File: src/rtl/serial_reg_pkg.sv
// Shared definitions for the UART command/register bridge: FSM states,
// command byte layout and the default address map.
package serial_reg_pkg;

  typedef enum logic [2:0] {
    StIdle,
    StWrData,
    StWrCommit,
    StRdSnap,
    StRdSend,
    StFifoReq,
    StFifoCap
  } state_e;

  // Command byte: [7] valid, [6] write/not-read, [5:0] address.
  localparam int unsigned CMD_VALID_BIT = 7;
  localparam int unsigned CMD_WRITE_BIT = 6;
  localparam int unsigned ADDR_MSB      = 5;
  localparam int unsigned ADDR_LSB      = 0;

  // Default address map.
  localparam int unsigned DEF_NUM_REGS    = 8;
  localparam int unsigned DEF_NUM_STATUS  = 4;
  localparam int unsigned DEF_STATUS_BASE = 16;
  localparam int unsigned DEF_FIFO_ADDR   = 32;

endpackage

File: src/rtl/serial_tx_sequencer.sv
// Byte-serial transmit sequencer: owns the tx_start/guard/tx_busy handshake.
// Either shifts out a loaded word LSB first, or sends one pushed byte.
module serial_tx_sequencer #(
  parameter int unsigned REG_WIDTH = 32
) (
  input  logic                 clk,
  input  logic                 reset_n,
  input  logic                 load,
  input  logic [REG_WIDTH-1:0] load_word,
  input  logic                 push,
  input  logic [7:0]           push_byte,
  input  logic                 tx_busy,
  output logic                 ready,
  output logic                 pending,
  output logic [7:0]           tx_data,
  output logic                 tx_start
);

  localparam int unsigned REG_BYTES = REG_WIDTH / 8;
  localparam int unsigned CntW      = $clog2(REG_BYTES + 1);

  logic [REG_WIDTH-1:0] shift_q, shift_d;
  logic [CntW-1:0]      left_q, left_d;
  logic [7:0]           data_q, data_d;
  logic                 start_q, start_d;
  logic                 guard_q;

  // tx_busy is not trusted during the start pulse nor the cycle after it.
  assign ready    = !tx_busy && !start_q && !guard_q;
  assign pending  = (left_q != '0);
  assign tx_data  = data_q;
  assign tx_start = start_q;

  // Next-state: load a word, send a pushed byte, or send the next shifted byte.
  always_comb begin
    shift_d = shift_q;
    left_d  = left_q;
    data_d  = data_q;
    start_d = 1'b0;
    if (load) begin
      shift_d = load_word;
      left_d  = CntW'(REG_BYTES);
    end else if (push) begin
      data_d  = push_byte;
      start_d = 1'b1;
    end else if (pending && ready) begin
      data_d  = shift_q[7:0];
      start_d = 1'b1;
      shift_d = shift_q >> 8;
      left_d  = left_q - CntW'(1);
    end
  end

  // Sequencer state registers.
  always_ff @(posedge clk or negedge reset_n) begin
    if (!reset_n) begin
      shift_q <= '0;
      left_q  <= '0;
      data_q  <= '0;
      start_q <= 1'b0;
      guard_q <= 1'b0;
    end else begin
      shift_q <= shift_d;
      left_q  <= left_d;
      data_q  <= data_d;
      start_q <= start_d;
      guard_q <= start_q;
    end
  end

endmodule

File: src/rtl/serial_reg_bridge.sv
// UART byte stream to register-bank bridge: multi-byte writes, atomic status
// snapshots and bounded FIFO burst drains. Optional inter-byte timeout is
// enabled by defining SERIAL_REG_BRIDGE_TIMEOUT_EN.
module serial_reg_bridge
  import serial_reg_pkg::*;
#(
  parameter int unsigned REG_WIDTH      = 32,
  parameter int unsigned NUM_REGS       = DEF_NUM_REGS,
  parameter int unsigned NUM_STATUS     = DEF_NUM_STATUS,
  parameter int unsigned STATUS_BASE    = DEF_STATUS_BASE,
  parameter int unsigned FIFO_ADDR      = DEF_FIFO_ADDR,
  parameter int unsigned BURST_MAX      = 4096,
  parameter int unsigned TIMEOUT_CYCLES = 1000000
) (
  input  logic                            clk,
  input  logic                            reset_n,
  input  logic [7:0]                      rx_data,
  input  logic                            rx_valid,
  output logic [7:0]                      tx_data,
  output logic                            tx_start,
  input  logic                            tx_busy,
  output logic [NUM_REGS*REG_WIDTH-1:0]   reg_q,
  output logic [NUM_REGS-1:0]             reg_wr_strobe,
  input  logic [NUM_STATUS*REG_WIDTH-1:0] status_in,
  input  logic                            fifo_empty,
  input  logic [7:0]                      fifo_data,
  output logic                            fifo_rd_en,
  output logic                            err_flag
);

  localparam int unsigned REG_BYTES = REG_WIDTH / 8;
  localparam int unsigned BcntW     = (REG_BYTES > 1) ? $clog2(REG_BYTES) : 1;
  localparam int unsigned BurstW    = $clog2(BURST_MAX + 1);
  localparam int unsigned AddrW     = ADDR_MSB - ADDR_LSB + 1;

  state_e                        state_q, state_d;
  logic [AddrW-1:0]              addr_q, addr_d;
  logic [REG_WIDTH-1:0]          wbuf_q, wbuf_d;
  logic [BcntW-1:0]              bcnt_q, bcnt_d;
  logic [BurstW-1:0]             burst_q, burst_d;
  logic                          err_q, err_d;
  logic [NUM_REGS*REG_WIDTH-1:0] regs_q, regs_d;
  logic [NUM_REGS-1:0]           strobe_q, strobe_d;

  logic                 seq_load, seq_push, seq_ready, seq_pending;
  logic [REG_WIDTH-1:0] rd_word;
  logic                 rd_hit;
  logic                 cmd_seen;
  logic                 timeout;

  assign cmd_seen      = rx_valid && rx_data[CMD_VALID_BIT];
  assign reg_q         = regs_q;
  assign reg_wr_strobe = strobe_q;
  assign err_flag      = err_q;

  serial_tx_sequencer #(
    .REG_WIDTH (REG_WIDTH)
  ) u_tx_seq (
    .clk       (clk),
    .reset_n   (reset_n),
    .load      (seq_load),
    .load_word (rd_word),
    .push      (seq_push),
    .push_byte (fifo_data),
    .tx_busy   (tx_busy),
    .ready     (seq_ready),
    .pending   (seq_pending),
    .tx_data   (tx_data),
    .tx_start  (tx_start)
  );

  // Read-address decode: pick the RW register or status word to snapshot.
  always_comb begin
    rd_word = '0;
    rd_hit  = 1'b0;
    for (int i = 0; i < int'(NUM_REGS); i++) begin
      if (int'(addr_q) == i) begin
        rd_word = regs_q[i*REG_WIDTH +: REG_WIDTH];
        rd_hit  = 1'b1;
      end
    end
    for (int j = 0; j < int'(NUM_STATUS); j++) begin
      if (int'(addr_q) == int'(STATUS_BASE) + j) begin
        rd_word = status_in[j*REG_WIDTH +: REG_WIDTH];
        rd_hit  = 1'b1;
      end
    end
  end

`ifdef SERIAL_REG_BRIDGE_TIMEOUT_EN
  localparam int unsigned ToW = $clog2(TIMEOUT_CYCLES + 1);
  logic [ToW-1:0] to_q, to_d;
  logic           to_run;

  // Count down only while waiting on the host or on a stuck transmitter.
  always_comb begin
    to_run = (state_q == StWrData) || ((state_q == StFifoReq) && tx_busy);
    to_d   = to_q;
    if (rx_valid || !to_run) begin
      to_d = ToW'(TIMEOUT_CYCLES);
    end else if (to_q != '0) begin
      to_d = to_q - ToW'(1);
    end
  end

  // Timeout counter register.
  always_ff @(posedge clk or negedge reset_n) begin
    if (!reset_n) begin
      to_q <= ToW'(TIMEOUT_CYCLES);
    end else begin
      to_q <= to_d;
    end
  end

  assign timeout = to_run && (to_q == '0) && !rx_valid;
`else
  assign timeout = 1'b0;
`endif

  // Command FSM: next state, datapath updates and FIFO/sequencer controls.
  always_comb begin
    state_d    = state_q;
    addr_d     = addr_q;
    wbuf_d     = wbuf_q;
    bcnt_d     = bcnt_q;
    burst_d    = burst_q;
    err_d      = err_q;
    regs_d     = regs_q;
    strobe_d   = '0;
    fifo_rd_en = 1'b0;
    seq_load   = 1'b0;
    seq_push   = 1'b0;

    unique case (state_q)
      StIdle: begin
        if (cmd_seen) begin
          addr_d  = rx_data[ADDR_MSB:ADDR_LSB];
          bcnt_d  = '0;
          state_d = rx_data[CMD_WRITE_BIT] ? StWrData : StRdSnap;
        end
      end
      StWrData: begin
        if (rx_valid) begin
          // LSB first: each new byte enters at the top and moves down.
          wbuf_d = (wbuf_q >> 8) | (REG_WIDTH'(rx_data) << (REG_WIDTH - 8));
          if (bcnt_q == BcntW'(REG_BYTES - 1)) begin
            state_d = StWrCommit;
          end else begin
            bcnt_d = bcnt_q + BcntW'(1);
          end
        end
      end
      StWrCommit: begin
        state_d = StIdle;
        if (int'(addr_q) < int'(NUM_REGS)) begin
          for (int i = 0; i < int'(NUM_REGS); i++) begin
            if (int'(addr_q) == i) begin
              regs_d[i*REG_WIDTH +: REG_WIDTH] = wbuf_q;
              strobe_d[i]                      = 1'b1;
            end
          end
          if (addr_q == '0) begin
            err_d = 1'b0;
          end
        end else begin
          err_d = 1'b1;
        end
        // A byte landing on the commit cycle starts the next command.
        if (cmd_seen) begin
          addr_d  = rx_data[ADDR_MSB:ADDR_LSB];
          bcnt_d  = '0;
          state_d = rx_data[CMD_WRITE_BIT] ? StWrData : StRdSnap;
        end
      end
      StRdSnap: begin
        if (rd_hit) begin
          seq_load = 1'b1;
          state_d  = StRdSend;
        end else if (int'(addr_q) == int'(FIFO_ADDR)) begin
          burst_d = '0;
          state_d = StFifoReq;
        end else begin
          err_d   = 1'b1;
          state_d = StIdle;
        end
      end
      StRdSend: begin
        if (!seq_pending) begin
          state_d = StIdle;
        end
      end
      StFifoReq: begin
        if (seq_ready) begin
          if (fifo_empty || (burst_q == BurstW'(BURST_MAX))) begin
            state_d = StIdle;
          end else begin
            fifo_rd_en = 1'b1;
            state_d    = StFifoCap;
          end
        end
      end
      StFifoCap: begin
        seq_push = 1'b1;
        burst_d  = burst_q + BurstW'(1);
        state_d  = StFifoReq;
      end
      default: state_d = StIdle;
    endcase

    // Bytes arriving while a read or burst is in progress are dropped.
    if (rx_valid && ((state_q == StRdSnap) || (state_q == StRdSend) ||
                     (state_q == StFifoReq) || (state_q == StFifoCap))) begin
      err_d = 1'b1;
    end

    if (timeout) begin
      state_d    = StIdle;
      err_d      = 1'b1;
      fifo_rd_en = 1'b0;
    end
  end

  // Bridge state registers.
  always_ff @(posedge clk or negedge reset_n) begin
    if (!reset_n) begin
      state_q  <= StIdle;
      addr_q   <= '0;
      wbuf_q   <= '0;
      bcnt_q   <= '0;
      burst_q  <= '0;
      err_q    <= 1'b0;
      regs_q   <= '0;
      strobe_q <= '0;
    end else begin
      state_q  <= state_d;
      addr_q   <= addr_d;
      wbuf_q   <= wbuf_d;
      bcnt_q   <= bcnt_d;
      burst_q  <= burst_d;
      err_q    <= err_d;
      regs_q   <= regs_d;
      strobe_q <= strobe_d;
    end
  end

endmodule

File: config.mk
export PLATFORM = sky130hd
export DESIGN_NAME = serial_reg_bridge
export DESIGN_NICKNAME = d
export VERILOG_FILES = /design/src/rtl/serial_reg_pkg.sv /design/src/rtl/serial_tx_sequencer.sv /design/src/rtl/serial_reg_bridge.sv
export SDC_FILE = /design/constraint.sdc
export NUM_CORES = 1
export LEC_CHECK = 0
export CAP_MARGIN = 5
export CORE_UTILIZATION = 43
export DETAILED_ROUTE_END_ITERATION = 8
export PLACE_DENSITY = 0.71
export SLEW_MARGIN = 0
export SYNTH_ARGS = -nofsm -noshare
export SYNTH_HDL_FRONTEND = slang
export SYNTH_SLANG_ARGS = --single-unit
File: constraint.sdc
create_clock -name clk -period 2.9 [get_ports clk]
set_input_delay 0.725 -clock clk [delete_from_list [all_inputs] [get_ports clk]]
set_output_delay 0.725 -clock clk [all_outputs]
set_load 0.005 [all_outputs]
==> images/final_clocks.png <==
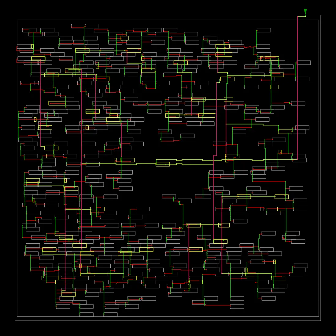
clock buffer count from CTS: 41
worst-skew pair later-pin latency: 0.57 ns
final setup skew: 0.01267 ns

==> images/clock_map.png <==
Scale bar: 50 um.
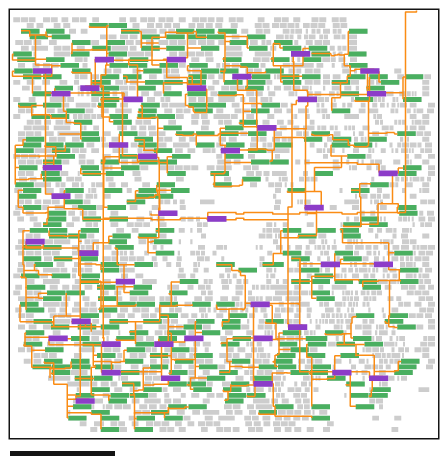
[orange] clock wires | length: 4,870 um
[purple] cells driving clock nets | count: 41
[green] flip-flops | count: 366
routed clock nets: 42
power drawn by the clock network: 5.46 mW
Clk network pwr share: 28.8%

==> images/registers.png <==
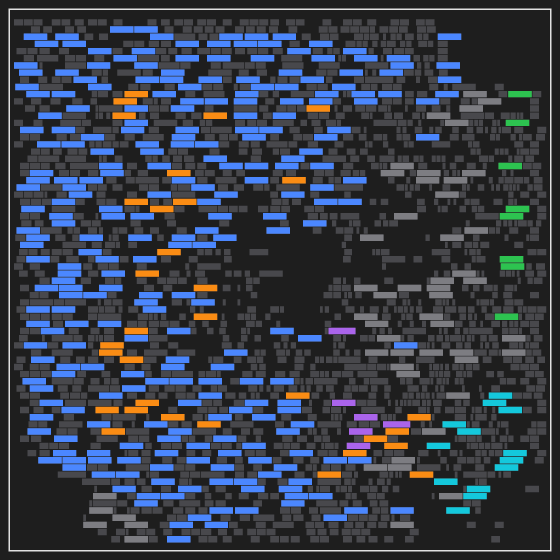
| color | name in the netlist | flops |
|---|---|---|
| purple | addr_q | 6 |
| cyan | burst_q | 13 |
| green | u_tx_seq.tx_data | 8 |
| orange | wbuf_q | 32 |
| blue | reg_q | 256 |
not colored: 51
sequential share of cell area: 37.72%
power drawn by the sequential cells: 7.32 mW
area taken by flip-flops and latches: 9166 um2
post-layout util: 60.61%

==> images/gate_families.png <==
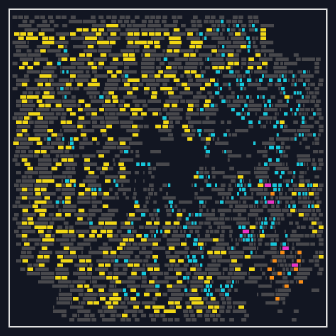
| color | family | cells | most used |
|---|---|---|---|
| yellow | multiplexers | 374 | mux2_2 |
| cyan | inverting AOI/OAI gates | 243 | a21oi_1 |
| orange | XOR/XNOR gates | 12 | xor2_1 |
| magenta | adder and majority cells | 5 | ha_1 |
fraction of area in multi-input gates: 32.80%
filler-free cell count of the finished design: 2,426
most frequent logic cell in the layout: sky130_fd_sc_hd__clkdlybuf4s50_1

==> impl_summary.log <==
[flow] final metrics
INFO  metric p_sw_share = between 30% and 40%
INFO  metric grt_overflow = 0
INFO  metric clockBufferDepth = 3
INFO  metric detail_route_met2_wl = 31,680 um
INFO  metric sum_of_internal_switching_and_leakage_power = around 19 mW
INFO  metric cts.repair.resized = 1
INFO  metric die.size.x = approximately 200 um
INFO  metric and_or_nand_nor_area_share = under 10%
INFO  metric r2r_setup_slk = 0.25 ns
INFO  metric tap_cells = 525
INFO  metric ys_async_sr_fraction = 100.0%
INFO  metric outcome = completed
INFO  metric critical_path.n_buffers_inverters = 2
INFO  metric min_path_type = in -> async
INFO  metric floorplanUtilization = roughly 44%
INFO  metric family_with_the_most_delay_on_the_worst_path = simple AND/OR/NAND/NOR gates
INFO  metric flow.area_growth_from_synthesis = 37.68%
INFO  metric critical_path.max_fanout = 3
INFO  metric fin_setup_tns = 0 ns
INFO  metric design.core.area = roughly 40,000 um2
INFO  metric synth.yosys.seq_area_share = about 52%
INFO  metric mostFrequentLayoutCells = sky130_fd_sc_hd__clkdlybuf4s50_1, sky130_fd_sc_hd__dfrtp_1, sky130_fd_sc_hd__mux2_2
INFO  metric placement_rows = around 73
INFO  metric met3RoutedLength = 5328 um
INFO  metric wirelength = 68,160 um
INFO  metric grt_pass1_vias = 14.82k
INFO  metric synth-adder-area-share = 0.3544%
INFO  metric pg_comb = slightly above 6 mW
INFO  metric final_layout_size_suffix_gt1_share = approximately a quarter
-- stage by stage --
step                      setup WS (ns)  instances  area (um2)  hold slack (ns)  util [%]
after floorplan                  0.7370       1441       17650           0.4159         -
after global routing           0.004539       2425       24300           0.1476     60.60
final                           0.07683       2426       24300           0.1228     60.61
after detailed placement        0.08434       2351       22890           0.4225     57.09
after CTS                       0.01604       2424       24290           0.1292     60.58
after global placement           0.1112       2351       22890           0.4284     57.09
-- registers in the layout (all words and copies together) (netlist names) --
signal,count
wbuf_q,32
u_tx_seq.tx_data,8
reg_wr_strobe,8
u_tx_seq.guard_q,1
addr_q,6
u_tx_seq.left_q,3
state_q,3
bcnt_q,2
u_tx_seq.shift_q,32
burst_q,13
reg_q,256
u_tx_seq.tx_start,1
err_flag,1
No activity file was given, so power comes from the tool's default toggle rates.
